--- src/rtl/input_port_unit_if.sv ---
// rtl/input_port_unit_if.sv - upstream flit and allocator request signals of one router input port
interface input_port_unit_if #(
  parameter int FLIT_W = 32
);
  logic              in_valid;
  logic [FLIT_W-1:0] in_flit;
  logic              in_ready;
  logic [2:0]        port_dst;
  logic              port_en;
  logic              grant;
  logic [FLIT_W-1:0] out_flit;

  modport master (
    output in_valid, in_flit, grant,
    input  in_ready, port_dst, port_en, out_flit
  );

  modport slave (
    input  in_valid, in_flit, grant,
    output in_ready, port_dst, port_en, out_flit
  );
endinterface

--- src/rtl/input_port_unit.sv ---
// rtl/input_port_unit.sv - router input FIFO with XY route latch and allocator request
// INPUT_PORT_ERR_CNT_EN builds the saturating malformed-flit counter; otherwise err_cnt is 0.
module input_port_unit #(
  parameter int FLIT_W = 32,
  parameter int DEPTH  = 4,
  parameter int X_ID   = 0,
  parameter int Y_ID   = 0
) (
  input  logic                clk,
  input  logic                rst,
  input_port_unit_if.slave    bus,
  output logic [7:0]          err_cnt
);
  localparam int AW = $clog2(DEPTH);
  localparam logic [AW:0] FULL = (AW+1)'(DEPTH);

  localparam logic [2:0] OUT_LOCAL_PORT = 3'd0;
  localparam logic [2:0] OUT_X1_PORT    = 3'd1;
  localparam logic [2:0] OUT_X2_PORT    = 3'd2;
  localparam logic [2:0] OUT_Y1_PORT    = 3'd3;

  typedef enum logic {IDLE, ROUTED} state_t;

  logic [FLIT_W-1:0] mem [DEPTH];
  logic [AW-1:0]     rd_ptr, wr_ptr;
  logic [AW:0]       count;
  state_t            state, state_n;
  logic [2:0]        port_dst_r;
  logic              latch_route, drop, push, pop, empty, ready, req;
  logic [1:0]        head_type;

  function automatic logic [2:0] xy_route(input logic [2:0] dst);
    logic [1:0] dx;
    logic       dy;
    dx = dst[1:0];
    dy = dst[2];
    if (dx < 2'(X_ID))      return OUT_X1_PORT;
    else if (dx > 2'(X_ID)) return OUT_X2_PORT;
    else if (dy != 1'(Y_ID)) return OUT_Y1_PORT;
    else                    return OUT_LOCAL_PORT;
  endfunction

  assign empty     = (count == '0);
  assign ready     = (count != FULL);
  assign req       = (state == ROUTED) && !empty;
  assign head_type = mem[rd_ptr][FLIT_W-1 -: 2];
  assign push      = bus.in_valid && ready;
  assign pop       = (bus.grant && req) || drop;

  assign bus.in_ready = ready;
  assign bus.port_en  = req;
  assign bus.port_dst = port_dst_r;
  assign bus.out_flit = mem[rd_ptr];

  // Type bit 1 marks a packet start (head/single), bit 0 a packet end (tail/single).
  always_comb begin
    state_n     = state;
    latch_route = 1'b0;
    drop        = 1'b0;
    case (state)
      IDLE: begin
        if (!empty) begin
          if (head_type[1]) begin
            latch_route = 1'b1;
            state_n     = ROUTED;
          end else begin
            drop = 1'b1;
          end
        end
      end
      ROUTED: begin
        if (bus.grant && !empty && head_type[0]) state_n = IDLE;
      end
      default: state_n = IDLE;
    endcase
  end

  always_ff @(posedge clk or posedge rst) begin
    if (rst) begin
      state      <= IDLE;
      port_dst_r <= OUT_LOCAL_PORT;
    end else begin
      state <= state_n;
      if (latch_route) port_dst_r <= xy_route(mem[rd_ptr][2:0]);
    end
  end

  always_ff @(posedge clk or posedge rst) begin
    if (rst) begin
      for (int i = 0; i < DEPTH; i++) mem[i] <= '0;
      rd_ptr <= '0;
      wr_ptr <= '0;
      count  <= '0;
    end else begin
      if (push) begin
        mem[wr_ptr] <= bus.in_flit;
        wr_ptr      <= wr_ptr + 1'b1;
      end
      if (pop) rd_ptr <= rd_ptr + 1'b1;
      case ({push, pop})
        2'b10:   count <= count + 1'b1;
        2'b01:   count <= count - 1'b1;
        default: count <= count;
      endcase
    end
  end

`ifdef INPUT_PORT_ERR_CNT_EN
  logic [7:0] err_q;
  always_ff @(posedge clk or posedge rst) begin
    if (rst)                         err_q <= 8'd0;
    else if (drop && err_q != 8'hFF) err_q <= err_q + 8'd1;
  end
  assign err_cnt = err_q;
`else
  assign err_cnt = 8'd0;
`endif
endmodule
--- src/flat_wrapper.sv ---
// flat-port wrapper written by rule: the top's interface ports become plain ports
module input_port_unit_flat 
#(
  parameter int FLIT_W = 32,
  parameter int DEPTH  = 4,
  parameter int X_ID   = 0,
  parameter int Y_ID   = 0
)
  (clk, rst, err_cnt, bus_in_valid, bus_in_flit, bus_grant, bus_in_ready, bus_port_dst, bus_port_en, bus_out_flit);
  input_port_unit_if #(.FLIT_W(FLIT_W)) bus_i ();
  input  logic clk;
  input  logic rst;
  output logic [7:0] err_cnt;
  input wire logic [$bits(bus_i.in_valid)-1:0] bus_in_valid;
  input wire logic [$bits(bus_i.in_flit)-1:0] bus_in_flit;
  input wire logic [$bits(bus_i.grant)-1:0] bus_grant;
  output wire logic [$bits(bus_i.in_ready)-1:0] bus_in_ready;
  output wire logic [$bits(bus_i.port_dst)-1:0] bus_port_dst;
  output wire logic [$bits(bus_i.port_en)-1:0] bus_port_en;
  output wire logic [$bits(bus_i.out_flit)-1:0] bus_out_flit;
  assign bus_i.in_valid = bus_in_valid;
  assign bus_i.in_flit = bus_in_flit;
  assign bus_i.grant = bus_grant;
  assign bus_in_ready = bus_i.in_ready;
  assign bus_port_dst = bus_i.port_dst;
  assign bus_port_en = bus_i.port_en;
  assign bus_out_flit = bus_i.out_flit;
  input_port_unit #(.FLIT_W(FLIT_W), .DEPTH(DEPTH), .X_ID(X_ID), .Y_ID(Y_ID)) u_core (.clk(clk), .rst(rst), .bus(bus_i), .err_cnt(err_cnt));
endmodule
--- config.mk ---
export PLATFORM = sky130hd
export DESIGN_NAME = input_port_unit_flat
export DESIGN_NICKNAME = d
export VERILOG_FILES = /design/src/rtl/input_port_unit_if.sv /design/src/rtl/input_port_unit.sv /design/src/flat_wrapper.sv
export SDC_FILE = /design/constraint.sdc
export NUM_CORES = 1
export LEC_CHECK = 0
export CORE_UTILIZATION = 30
export CTS_CLUSTER_SIZE = 16
export DETAILED_ROUTE_END_ITERATION = 10
export HOLD_SLACK_MARGIN = 0.06
export PLACE_DENSITY = 0.56
export SLEW_MARGIN = 20
export SYNTH_ARGS = -nofsm -noshare
export SYNTH_HDL_FRONTEND = slang
export SYNTH_SLANG_ARGS = --single-unit
--- constraint.sdc ---
create_clock -name clk -period 9.3 [get_ports clk]
set_input_delay 1.86 -clock clk [delete_from_list [all_inputs] [get_ports clk]]
set_output_delay 1.86 -clock clk [all_outputs]
set_load 0.03 [all_outputs]
### Met1 routing

Cells faint in the background.
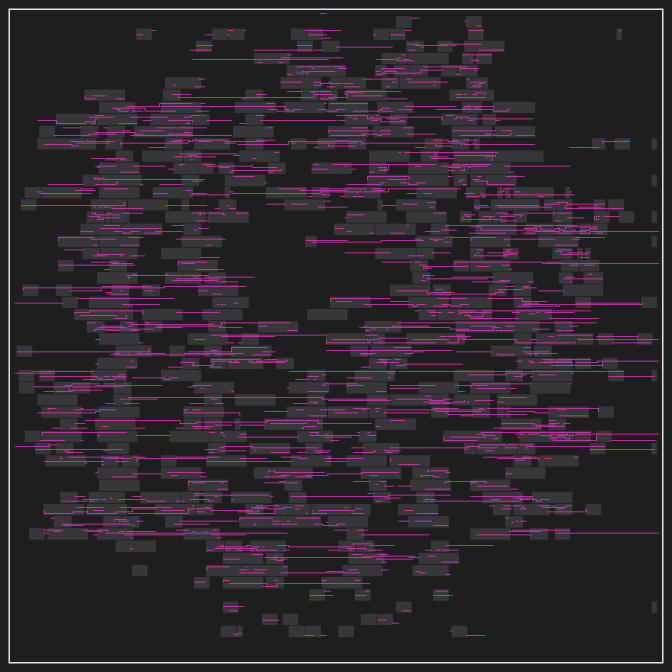
The layer holds 45% of the routed length. The wires run mostly horizontal.
detailed-route via count: 3,305
WL final: 12,710 um
met1 global-route usage: 17.18%

### M2 wires

The bar under the picture is 50 um long.
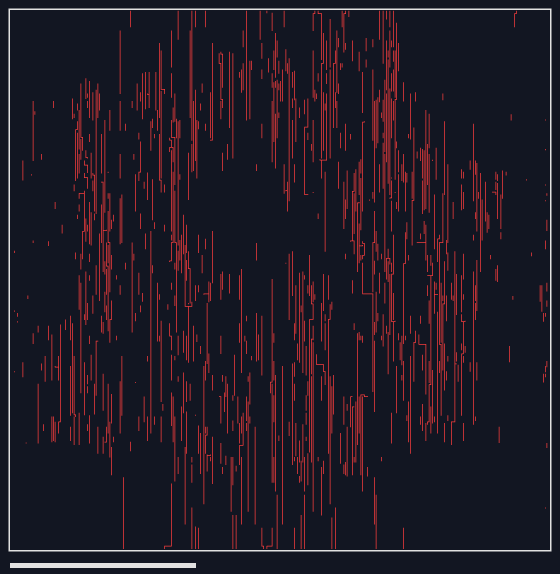
458 nets have wire on it. The longest straight run is 54.4 um. The layer holds 49% of the routed length.
GR Util met2: 20.87%

==> results_dict.tcl <==
# implementation run metrics
set metrics [dict create \
    drive_gt1_share_pct 16.11 \
    endpoint "bus_out_flit[31]" \
    rrSetupSlack_ns 6.10 \
    largestRegisters "u_core.mem x128, u_core.count x3" \
    clkCellAreaFrac_pct 7.079 \
    use_met3_pct 4.483 \
    top_level_ports 81 \
    numSynthFlops 138 \
    crit_type "reg2out" \
    ctsLongestPathBuffers 2 \
    cts_tree "done" \
    final_nets 486 \
    ys_async_sr_fraction_pct 100.0 \
    hpwl_um 7919 \
    cellPowerDensity_nw_per_um2 419.5 \
    hold_depth 1 \
    grt_first_pass_wirelength_um 21320 \
    hp-class "reg2reg" \
    critPathLaunch "u_core.rd_ptr[0]$_DFFE_PP0N_" \
    placed_cells 695 \
    avgViaCountPerCell 4.571 \
    largest_cell_class "registers" \
    synthCells 370 \
    synth.avg_cell_area_um2 16.69 \
    die_h_um 145.5 \
    setup_viol 0 \
    place_area_um2 7112 \
    ys_seq_share_pct 55.92 \
    simple_gate_share_pct 1.378 \
    die_w_um 145.5 \
    clockBufferCount 24 \
    layoutNonFillerInstCount 723 \
    ys_sh_mux_pct 35.72 \
    cp.required_ns 7.44 \
    slew_headroom_pct 33.60 \
    cts_resized 0 \
    edf_count 0 \
    comb_area_share_pct 33.02 \
    fmax_ghz 0.2180 \
    drcViolationCount 0 \
    nWellTaps 270 \
    mostFrequentLayoutCells "dfrtp_1, mux2_1, clkdlybuf4s50_1" \
    wl_met1_um 5716 \
    cts.sinks 138 \
    seq_share_pct 45.15 \
    leakage_nw 3.156 \
    hold_buffers 0 \
    wl_per_cell_um 17.58 \
    topCombFamilyByArea "multiplexers" \
    finalCriticalPeriod_ns 4.587 \
    tightest_slew_ns 0.9960 \
    cp-start-kind "register" \
    clk_pin_slew_worst_paths_ns 0.06 \
    met2_length_um 6248 \
    synth_area_um2 6176 \
    place_congestion 0.6886 \
    layout_top_cell "dfrtp_1" \
    layout.nonclk_buf_share_pct 9.874 \
    ys_sh_aoi_pct 0.7699 \
    antenna_cells 0 \
    synthAdderAreaFrac_pct 1.337 \
    maxCapViolCount 0 \
    final.setup.worst_slack_ns 4.713 \
    busiest_layer "met2" \
    synth-warning-count 0 \
    synth_cell_types 29 \
    met3_length_um 512 \
    ys_cells 370 \
    chip_area_um2 21160 \
    reg2regPathDepth 9 \
    grt_use_total_pct 13.37 \
    max_flop_register "u_core.mem" \
    signal_buffers 77 \
    final_area_um2 7654 \
    syn_to_final_growth_pct 23.93 \
    drt_iter0_drc 92 \
    worstHoldStart "u_core.bus.port_dst[0]$_DFFE_PP0P_" \
    rsz0062_at_grt "false" \
    grt_pass1_vias 3837 \
    htree_levels 4 \
    filler_cell_count 1870 \
    nonClockInverterCount 8 \
    comb_area_um2 2527 \
    regToRegStartpoint "u_core.rd_ptr[0]$_DFFE_PP0N_" \
    initial_core_util_pct 30.52 \
    utilization_pct 37.82 \
    r2r_end "u_core.count[2]$_DFFE_PP0P_" \
    critPathArrivalTime_ns 2.73 \
    firstDrtPassIters 4 \
    flop_area_um2 3456 \
    status "complete, no violations" \
    crit_fanout 27 \
    power_w 0.003211 \
    overflow 0 \
    crit_path_end_kind "primary output" \
    routed.top_layer "met4" \
    hold_path_end "u_core.bus.port_dst[0]$_DFFE_PP0P_" \
    post_cts_buffers 0 \
    core-area_um2 20230 \
    portBuffers 71 \
    ant_nets 0 \
    ys_chip_area_um2 6176 \
    ir_worst_vdd_v 0.0002033 \
    drv_slew 0 \
    antenna_found_initial 0 \
    hold_violations 0 \
    ff_count 138 \
    finalSetupTns_ns 0 \
    logic_gate_count 202 \
    num_rows 52 \
    cts_made_buffers 17 \
    largest_reg_flops 128 \
    pre_cts_ws_ns 5.082 \
    clock_latency_ns 0.41 \
    flop_cell "dfrtp_1" \
    ys_sh_xor_pct 0.8509 \
    clockRootBuffer "clkbuf_16" \
    fin_crit_sh_pct 49.32 \
    tool_warnings 29 \
    finalClockSkew_ns 0.007491 \
    timing.hold.ws_ns 0.4801 \
    grt_max_degree 71 \
]
## power by group
group | internal [W] | switching (W)
combinational | 0.000749 | 0.000722
sequential | 0.000913 | 0.000195
clock | 0.000402 | 0.000230
## cells in the mapped netlist, drive strengths merged, types with 2 or more instances
| cell | number | area share, % |
|---|---|---|
| xor2 | 3 | 0.43 |
| mux2 | 131 | 24 |
| nor3b | 2 | 0.32 |
| ha | 5 | 1.0 |
| inv | 8 | 0.49 |
| clkbuf | 2 | 0.12 |
| buf | 28 | 3.4 |
| nor2 | 2 | 0.12 |
| nand3 | 4 | 0.32 |
| dfrtp | 138 | 56 |
| xnor2 | 3 | 0.43 |
| mux4 | 32 | 12 |
## worst max-delay path, cell delays in order (launching register included)
cell and delay [ns]:
dfrtp_2 0.50, buf_4 0.52, mux4_2 0.65, clkdlybuf4s50_1 0.63
Power figures rest on the tool's default switching activity, not on a simulated workload.
